$ cat src/rtl/vga_fetch_sched_pkg.sv
// Shared types and constants for the VGA framebuffer fetch scheduler.
// State encoding, burst length width and beat shift helper.
package vga_fetch_sched_pkg;

  localparam int LEN_WIDTH = 8;

  typedef enum logic [1:0] {
    ST_IDLE  = 2'd0,
    ST_ARM   = 2'd1,
    ST_ISSUE = 2'd2,
    ST_DRAIN = 2'd3
  } state_t;

  function automatic int beat_shift(input int bytes);
    return $clog2(bytes);
  endfunction

endpackage

$ cat src/rtl/vga_fetch_sched_len_queue.sv
// Length queue of outstanding bursts with a beat countdown for the head
// burst; flags burst_done on the last beat and ignores beats with none open.
module vga_fetch_sched_len_queue
  import vga_fetch_sched_pkg::*;
#(
  parameter int DEPTH = 4
) (
  input  logic                 clk,
  input  logic                 resetn,
  input  logic                 push,
  input  logic [LEN_WIDTH-1:0] push_len,
  input  logic                 beat,
  output logic                 beat_ok,
  output logic                 burst_done
);

  localparam int PTR_W = (DEPTH > 1) ? $clog2(DEPTH) : 1;
  localparam int CNT_W = $clog2(DEPTH + 1);
  localparam logic [PTR_W-1:0] LAST = PTR_W'(DEPTH - 1);

  logic [LEN_WIDTH-1:0] lens [DEPTH];
  logic [PTR_W-1:0]     rd_ptr;
  logic [PTR_W-1:0]     wr_ptr;
  logic [CNT_W-1:0]     count;
  logic [LEN_WIDTH-1:0] rcvd;
  logic [LEN_WIDTH-1:0] rcvd_nxt;

  assign rcvd_nxt   = LEN_WIDTH'(rcvd + 1'b1);
  assign beat_ok    = beat && (count != '0);
  assign burst_done = beat_ok && (rcvd_nxt == lens[rd_ptr]);

  always_ff @(posedge clk) begin
    if (push) begin
      lens[wr_ptr] <= push_len;
    end
  end

  always_ff @(posedge clk) begin
    if (!resetn) begin
      rd_ptr <= '0;
      wr_ptr <= '0;
      count  <= '0;
      rcvd   <= '0;
    end else begin
      if (push) begin
        wr_ptr <= (wr_ptr == LAST) ? '0 : PTR_W'(wr_ptr + 1'b1);
      end
      if (burst_done) begin
        rd_ptr <= (rd_ptr == LAST) ? '0 : PTR_W'(rd_ptr + 1'b1);
        rcvd   <= '0;
      end else if (beat_ok) begin
        rcvd <= rcvd_nxt;
      end
      unique case ({push, burst_done})
        2'b10:   count <= CNT_W'(count + 1'b1);
        2'b01:   count <= CNT_W'(count - 1'b1);
        default: count <= count;
      endcase
    end
  end

endmodule

$ cat src/rtl/vga_fetch_sched.sv
// Framebuffer read-burst scheduler for the VGA pixel FIFO.
// Optional VGA_FETCH_PERF_EN adds stall and frame performance counters.
module vga_fetch_sched
  import vga_fetch_sched_pkg::*;
#(
  parameter int ADDR_WIDTH      = 32,
  parameter int BEAT_BYTES      = 4,
  parameter int BURST_LEN       = 16,
  parameter int FIFO_DEPTH      = 256,
  parameter int MAX_OUTSTANDING = 4
) (
  input  logic                          clk,
  input  logic                          resetn,
  input  logic                          enable_i,
  input  logic                          frame_start_i,
  input  logic [ADDR_WIDTH-1:0]         base_addr_i,
  input  logic [ADDR_WIDTH-1:0]         top_addr_i,
  input  logic [$clog2(FIFO_DEPTH):0]   fifo_level_i,
  output logic                          rd_req_valid_o,
  input  logic                          rd_req_ready_i,
  output logic [ADDR_WIDTH-1:0]         rd_req_addr_o,
  output logic [LEN_WIDTH-1:0]          rd_req_len_o,
  input  logic                          rd_data_valid_i,
  output logic                          busy_o,
  output logic                          cfg_err_o
`ifdef VGA_FETCH_PERF_EN
  ,
  output logic [31:0]                   perf_stall_cnt_o,
  output logic [15:0]                   perf_frame_cnt_o
`endif
);

  localparam int LVL_W = $clog2(FIFO_DEPTH) + 1;
  localparam int OUT_W = $clog2(MAX_OUTSTANDING + 1);
  localparam int SUM_W = LVL_W + LEN_WIDTH + 1;
  localparam int AW1   = ADDR_WIDTH + 1;
  localparam int BS    = beat_shift(BEAT_BYTES);
  localparam logic [ADDR_WIDTH-1:0] BL_M1 = ADDR_WIDTH'(BURST_LEN - 1);

  state_t                state;
  logic [ADDR_WIDTH-1:0] addr;
  logic [ADDR_WIDTH-1:0] base_q;
  logic [ADDR_WIDTH-1:0] top_q;
  logic [LVL_W-1:0]      in_flight;
  logic [OUT_W-1:0]      outstanding;

  logic [ADDR_WIDTH-1:0] span;
  logic [LEN_WIDTH-1:0]  len_calc;
  logic [SUM_W-1:0]      need;
  logic [AW1-1:0]        step;
  logic [AW1-1:0]        next_addr;
  logic                  wrap;
  logic                  can_issue;
  logic                  stop;
  logic                  hs;
  logic                  beat_ok;
  logic                  burst_done;

  assign span     = (top_q - addr) >> BS;
  assign len_calc = (span >= BL_M1) ? LEN_WIDTH'(BURST_LEN)
                                    : LEN_WIDTH'(span + 1'b1);

  assign need = SUM_W'(fifo_level_i) + SUM_W'(in_flight)
              + SUM_W'(len_calc);

  assign can_issue = (outstanding < OUT_W'(MAX_OUTSTANDING))
                  && (need <= SUM_W'(FIFO_DEPTH));

  assign step      = AW1'(rd_req_len_o) << BS;
  assign next_addr = {1'b0, rd_req_addr_o} + step;
  assign wrap      = next_addr > {1'b0, top_q};

  assign stop   = frame_start_i | ~enable_i;
  assign hs     = rd_req_valid_o & rd_req_ready_i;
  assign busy_o = (state != ST_IDLE);

  vga_fetch_sched_len_queue #(
    .DEPTH (MAX_OUTSTANDING)
  ) u_len_queue (
    .clk        (clk),
    .resetn     (resetn),
    .push       (hs),
    .push_len   (rd_req_len_o),
    .beat       (rd_data_valid_i),
    .beat_ok    (beat_ok),
    .burst_done (burst_done)
  );

  always_ff @(posedge clk) begin
    if (!resetn) begin
      in_flight   <= '0;
      outstanding <= '0;
    end else begin
      in_flight <= in_flight
                 + (hs ? LVL_W'(rd_req_len_o) : '0)
                 - (beat_ok ? LVL_W'(1) : '0);
      unique case ({hs, burst_done})
        2'b10:   outstanding <= OUT_W'(outstanding + 1'b1);
        2'b01:   outstanding <= OUT_W'(outstanding - 1'b1);
        default: outstanding <= outstanding;
      endcase
    end
  end

  always_ff @(posedge clk) begin
    if (!resetn) begin
      state          <= ST_IDLE;
      addr           <= '0;
      base_q         <= '0;
      top_q          <= '0;
      rd_req_valid_o <= 1'b0;
      rd_req_addr_o  <= '0;
      rd_req_len_o   <= '0;
      cfg_err_o      <= 1'b0;
    end else begin
      if (hs) begin
        rd_req_valid_o <= 1'b0;
        addr <= wrap ? base_q : next_addr[ADDR_WIDTH-1:0];
      end
      unique case (state)
        ST_IDLE: begin
          if (enable_i && frame_start_i) begin
            state <= ST_ARM;
          end
        end
        ST_ARM: begin
          if (top_addr_i < base_addr_i) begin
            cfg_err_o <= 1'b1;
            state     <= ST_IDLE;
          end else begin
            cfg_err_o <= 1'b0;
            base_q    <= base_addr_i;
            top_q     <= top_addr_i;
            addr      <= base_addr_i;
            state     <= ST_ISSUE;
          end
        end
        ST_ISSUE: begin
          if (stop) begin
            state <= ST_DRAIN;
          end else if (!rd_req_valid_o && can_issue) begin
            rd_req_valid_o <= 1'b1;
            rd_req_addr_o  <= addr;
            rd_req_len_o   <= len_calc;
          end
        end
        ST_DRAIN: begin
          // a held request still has to be accepted before leaving
          if (!rd_req_valid_o && outstanding == '0) begin
            state <= enable_i ? ST_ARM : ST_IDLE;
          end
        end
        default: state <= ST_IDLE;
      endcase
    end
  end

`ifdef VGA_FETCH_PERF_EN
  always_ff @(posedge clk) begin
    if (!resetn) begin
      perf_stall_cnt_o <= '0;
      perf_frame_cnt_o <= '0;
    end else begin
      if (state == ST_ISSUE && !can_issue) begin
        perf_stall_cnt_o <= perf_stall_cnt_o + 32'd1;
      end
      if (state == ST_ARM && top_addr_i >= base_addr_i) begin
        perf_frame_cnt_o <= perf_frame_cnt_o + 16'd1;
      end
    end
  end
`endif

endmodule

$ cat config.mk
export PLATFORM = sky130hd
export DESIGN_NAME = vga_fetch_sched
export DESIGN_NICKNAME = d
export VERILOG_FILES = /design/src/rtl/vga_fetch_sched_pkg.sv /design/src/rtl/vga_fetch_sched_len_queue.sv /design/src/rtl/vga_fetch_sched.sv
export SDC_FILE = /design/constraint.sdc
export NUM_CORES = 1
export LEC_CHECK = 0
export CAP_MARGIN = 20
export CELL_PAD_IN_SITES_DETAIL_PLACEMENT = 0
export CELL_PAD_IN_SITES_GLOBAL_PLACEMENT = 1
export CORE_MARGIN = 2
export CORE_UTILIZATION = 40
export CTS_CLUSTER_DIAMETER = 120
export DETAILED_ROUTE_END_ITERATION = 10
export GPL_ROUTABILITY_DRIVEN = 1
export GPL_TIMING_DRIVEN = 1
export HOLD_SLACK_MARGIN = 0.12
export PLACE_DENSITY_LB_ADDON = 0.3
export SYNTH_ARGS = -nofsm -noshare
export SYNTH_HDL_FRONTEND = slang
export SYNTH_SLANG_ARGS = --single-unit
$ cat constraint.sdc
create_clock -name clk -period 6.99 [get_ports clk]
set_input_delay 1.7475 -clock clk [delete_from_list [all_inputs] [get_ports clk]]
set_output_delay 1.7475 -clock clk [all_outputs]
set_load 0.01 [all_outputs]
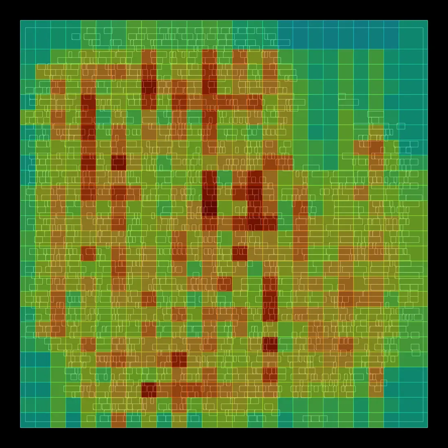
Figure 1: run 1, track usage over the die.
GR Util met2: 34.6%
global routing usage summed across all routing layers: 22.1%
global-route met1 utilization: 31.9%
routed length per placed instance: 18.1 um
layer with the highest usage: met2

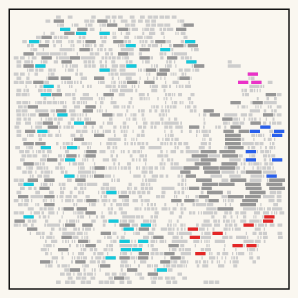
Figure 2: run 1, sequential cells grouped by signal name.
Drawn at 1.5 px/um. Other sequential cells in the stronger grey, the rest of the logic in the fainter grey.
| colour | name in the netlist | flops |
|---|---|---|
| magenta | u_len_queue.count | 3 |
| blue | u_len_queue.rcvd | 8 |
| red | in_flight | 9 |
| cyan | addr | 32 |
not coloured: 149
utilization after layout: 48.5%
area of all sequential standard cells: 4340 sq um

==> ds_physical_params.txt, run 1 <==
Summary of implementation characteristics

Parameter                              Value

Clock network
  Buffer cell driving the clock tree root    sky130_fd_sc_hd__clkbuf_16
  Clock slew at reported path FFs    60 ps
  Largest buffer count on any clock path    3

Worst setup path
  Crit path DAT    6860 ps
  Worst-path maximum fanout    17
  Worst Setup Path Type    register to register
  Critical path capture point    rd_req_len_o[4]

Timing
  Period Utilization, post-route    92.9%

Outcome
  Run status    complete, no violations

Run
  Maximum Capacitance Violations    0

Cells and area
  Multi-input gates    1116
  Combinational share of cell area    51.5%
  Flop count    201
  Layout net count    1857
  Seq/total area    27.5%

Logic synthesis
  Chip area in the Yosys report    13200 sq um
  Compound Share, Synth    16.2%
  Post-synthesis cell count    1527
  Dominant non-sequential cell family after synthesis    simple AND/OR/NAND/NOR gates
  Main flop type after synthesis    sky130_fd_sc_hd__dfxtp_1
  Top cell types by occurrence after synthesis    212 x sky130_fd_sc_hd__nor2_1, 169 x sky130_fd_sc_hd__dfxtp_1, 145 x sky130_fd_sc_hd__inv_1, 134 x sky130_fd_sc_hd__ha_1, 105 x sky130_fd_sc_hd__a21oi_1
  Count of instantiated cells in the yosys netlist    1527

Floorplanning
  Tap Cells    442
  Number of core rows    66

Hold path
  Cell count of the worst hold path    2

Placed design
  Routability congestion estimate    0.853

GRT
  Overflow left after global routing    0
  Largest net degree at the start of global routing    131

Routing
  DRC violation count after routing    0
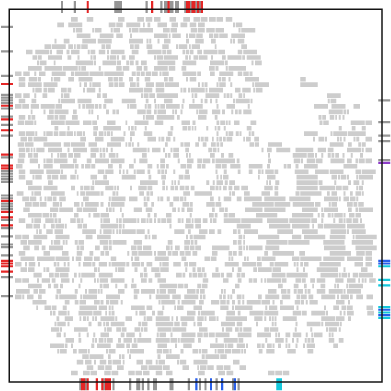
Figure 3: run 1, pin placement.
Drawn at 2 px/um. Pins as bars across the die edge, other pins in grey.
| colour | port | pins | direction | edge |
|---|---|---|---|---|
| cyan | fifo_level_i | 9 | input | 6 east, 3 south |
| red | top_addr_i | 32 | input | 15 west, 9 north, 8 south |
| purple | rd_req_ready_i | 1 | input | east |
| blue | rd_req_len_o | 8 | output | 4 south, 4 east |
chip width: 186 um
Die Span Y: 186 um
port bufs: 121

## run 1: per-layer routing
layer,GRT usage [%],wire (um)
met1,31.9,18400
met2,34.6,16500
met3,3.46,2170
met4,4.66,704
met5,0,0
## run 1: power breakdown
group	leakage, uW	internal [uW]	switching [uW]	total, uW
clock network	0.000399	774	526	1300
registers	0.00165	1190	14.7	1210
logic	0.00463	299	395	694
total	0.00668	2270	936	3200
## run 1: per-stage QoR
stage,worst slack [ps],total power [uW],std cells,instance area [sq um]
after floorplan,914,1710,1529,13200
after global placement,303,1910,2046,14900
after detailed placement,98.4,1910,2046,14900
after CTS,38.4,3210,2091,15700
after global routing,36.5,3350,2091,15800
final,499,3200,2091,15800
==> run 1 -> run 2 <==
==> constraint.sdc (replaced) <==
create_clock -name clk -period 7.52 [get_ports clk]
set_input_delay 1.88 -clock clk [delete_from_list [all_inputs] [get_ports clk]]
set_output_delay 1.88 -clock clk [all_outputs]
set_load 0.01 [all_outputs]
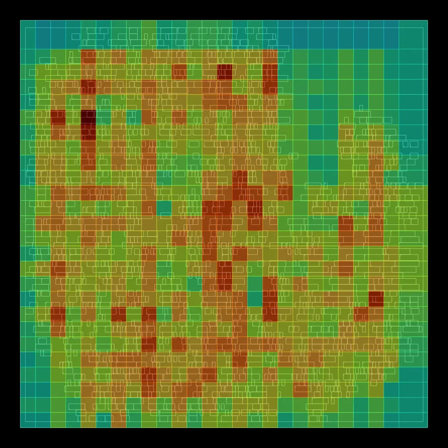
Figure 4: run 2, track usage over the die.
routed length per placed instance: 18.4 um
utilization after layout: 48.1%

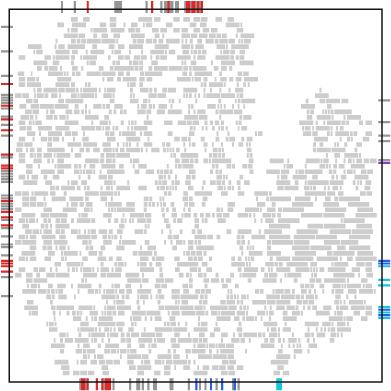
Figure 5: run 2, pin placement.
Drawn at 2 px/um. Pins as bars across the die edge, other pins in grey.

==> run 2 against run 1 <==
Compared with the run above: critical path depth unchanged; clock skew is 4.3 ps lower; total power decreased by 8.5%; maximum frequency down 2.2%; cell count is 0.38% lower; design area fell by 0.79%; core utilization fell by 0.38 points; sequential share of layout area rose by 0.22 points; highest routed layer is now met5; worst hold slack got worse by 1.4 ps; die area stayed put; non-clock buffer count decreased by 7.
==> ds_physical_params.txt, run 2 <==
Summary of implementation characteristics

Parameter                              Value

GRT
  GR Util met2    35.9%
  Layer with the highest usage    met2
  Global routing usage summed across all routing layers    22.3%
  Fraction of met3 tracks used by global routing    2.92%
  Global-route met1 utilization    32.1%
  Overflow left after global routing    0

Worst setup path
  Crit path DAT    7030 ps
  Worst-path maximum fanout    33

Cells and area
  Multi-input gates    1116
  Seq/total area    27.8%
  Combinational share of cell area    51.6%

Outcome
  Run status    complete, no violations

Logic synthesis
  Post-synthesis cell count    1527
  Count of instantiated cells in the yosys netlist    1527
  Main flop type after synthesis    sky130_fd_sc_hd__dfxtp_1

Timing
  Period Utilization, post-route    88.3%

Pwr
  Clk pwr share    39.9%
  Proportion of power drawn by combinational gates    21.8%

Placed design
  Total placed cells including tap cells    2039
  Port bufs    121

Hold path
  Cell count of the worst hold path    2

Floorplanning
  Chip width    186 um
  Die Span Y    186 um

Run
  Maximum Capacitance Violations    0

Routing
  DRC violation count after routing    0
  Routed met1 length    18.8 mm
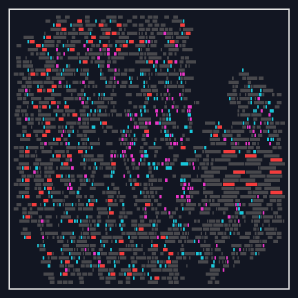
Figure 6: run 2, gate families picked out.
Drawn at 1.5 px/um.
| colour | family | cells |
|---|---|---|
| red | multiplexers | 97 |
| cyan | NOR gates | 267 |
| magenta | NAND gates | 149 |

[run 2: cell counts after synthesis]
Identical to the previous run, type by type.
[run 2: cell families after synthesis]
family                   count (synthesis)  share of synthesized area (%)
multiplexers                            97                           8.13
other                                    1                         0.0284
AND-OR/OR-AND                          323                           16.2
AND/OR/NAND/NOR                        469                           16.8
adder cells (fa/ha/maj)                147                           14.7
XOR/XNOR                                77                           5.11
flip-flops                             201                           32.9
buffers and inverters                  212                           6.12
[run 2: through the flow]
stage	utilization (%)	area [sq um]	hold slack [ps]	setup slack, ps
global placement	45.7	14900	464	1050
finish	48.1	15700	489	883
detailed placement	45.7	14900	478	930
floorplan	-	13200	458	1440
CTS	48.1	15700	493	890
global route	48.1	15700	508	289
==> run 2 -> run 3 <==
--- a/config.mk
+++ b/config.mk
@@ -8,7 +8,6 @@
 export CAP_MARGIN = 20
 export CELL_PAD_IN_SITES_DETAIL_PLACEMENT = 0
 export CELL_PAD_IN_SITES_GLOBAL_PLACEMENT = 1
-export CORE_MARGIN = 2
 export CORE_UTILIZATION = 40
 export CTS_CLUSTER_DIAMETER = 120
 export DETAILED_ROUTE_END_ITERATION = 10
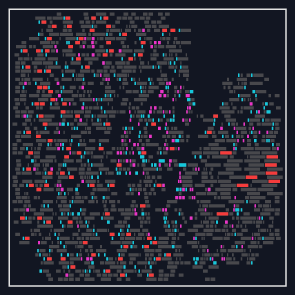
Figure 7: run 3, gate families picked out.
Drawn at 1.5 px/um.
| colour | family | cells |
|---|---|---|
| cyan | NOR gates | 267 |
| red | multiplexers | 97 |
| magenta | NAND gates | 149 |
count of placed standard cells in the final layout, fillers left out: 2082
combinational share of cell area: 51.7%
most common cell after layout, fill and taps aside: sky130_fd_sc_hd__nor2_1

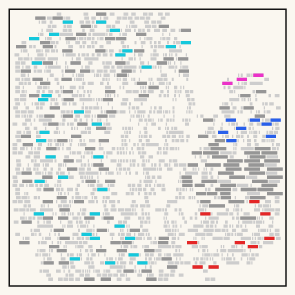
Figure 8: run 3, sequential cells grouped by signal name.
Drawn at 1.5 px/um. Other sequential cells in the stronger grey, the rest of the logic in the fainter grey.
| colour | name in the netlist | flops |
|---|---|---|
| cyan | addr | 32 |
| magenta | u_len_queue.count | 3 |
| red | in_flight | 9 |
| blue | u_len_queue.rcvd | 8 |
not coloured: 149

==> run 3 against run 2 <==
Compared with the run above: critical path depth down 1; first-iteration DRC count up 2.7%; routed wire length rose by 0.21%.
==> ds_physical_params.txt, run 3 <==
Summary of implementation characteristics

Parameter                              Value

Pwr
  Relative contribution of sequential cells to total power    38.6%
  Fraction of power spent switching nets    29.2%
  Total sequential power    1120 uW
  Combinational Power    640 uW
  Clk pwr share    39.4%
  Internal power contribution    2060 uW

Logic synthesis
  Count of instantiated cells in the yosys netlist    1527
  Post-synthesis cell count    1527
  Top cell types by occurrence after synthesis    212 x sky130_fd_sc_hd__nor2_1, 169 x sky130_fd_sc_hd__dfxtp_1, 145 x sky130_fd_sc_hd__inv_1, 134 x sky130_fd_sc_hd__ha_1, 105 x sky130_fd_sc_hd__a21oi_1
  Main flop type after synthesis    sky130_fd_sc_hd__dfxtp_1

Outcome
  Run status    complete, no violations

Worst setup path
  Worst-path maximum fanout    7
  Critical path capture point    rd_req_len_o[4]
  Worst Setup Path Type    register to register
  Crit path DAT    7010 ps

Routing
  Top Metal Used    met5
  DRC violation count after routing    0
  Sum of met2 wire segment lengths after detailed routing    16.6 mm
  Sum of met3 wire segment lengths after detailed routing    2.16 mm

Placed design
  Routability congestion estimate    0.868

GRT
  GR Util met2    34.5%

Timing
  Period Utilization, post-route    88.2%
  Final critical-path setup slack    890 ps

Cells and area
  Final design instance area without fill    15600 sq um

Floorplanning
  Number of core rows    66
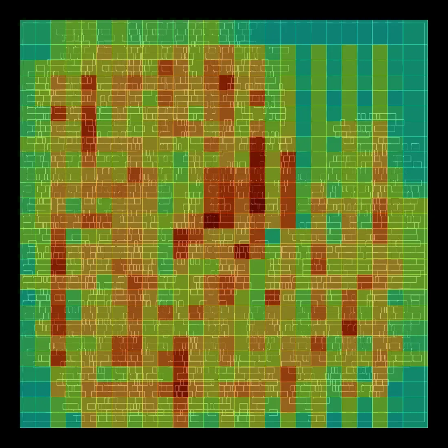
Figure 9: run 3, track usage over the die.
fraction of met3 tracks used by global routing: 2.75%
global-route met1 utilization: 33.9%
routed length per placed instance: 18.5 um

==> run 3: netlist changes by cell type in the layout (fill, tap and decap cells not counted), sizes merged <==
cell	before	now
buf	12	11
clkbuf	33	38
clkinvlp	2	1
clkinv	7	4
inv	147	146
==> run 3: cells by family after synthesis <==
family                     share of synthesized area, %
buffers and inverters                              6.12
adders and majority gates                          14.7
xor gates and xnor gates                           5.11
other                                            0.0284
DFF                                                32.9
muxes                                              8.13
AOI/OAI and AO/OA                                  16.2
and+or+nand+nor                                    16.8
==> run 3: cell type report <==
cell class	count	share of cell area, %
clock buffers	38	4.25
multi-input cells	1116	51.7
inverters	147	3.55
clock inverters	6	0.593
repair buffers	132	8.52
well taps	442	3.54
flip-flops and latches	201	27.8

==> screenshots <==
A small window of the routed layout.
Plate I
Region (80, 43) to (105, 68) um. Cells in grey, sequential cells in the stronger grey; small squares are vias.
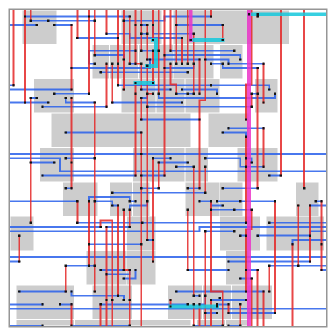
Plate II
Region (80, 43) to (105, 68) um. Cells in grey, sequential cells in the stronger grey; small squares are vias.
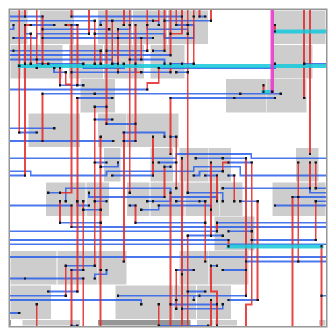
Plate III
Region (79, 43) to (104, 68) um. Cells in grey, sequential cells in the stronger grey; small squares are vias.
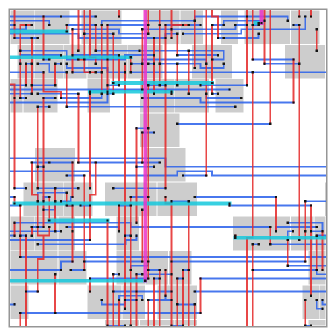
Plate II comes from run 1.
Plate III comes from run 3.
Plate I comes from run 2.

Key to Plate II:
| colour | layer |
|---|---|
| magenta | met4 |
| cyan | met3 |
| blue | met1 |
| red | met2 |
cells with their middle in the window: 37
most frequent: a21o_1 (4), a21oi_1 (4)
sequential cells in the window: 0

Power figures rest on the tool's default switching activity, not on a simulated workload.
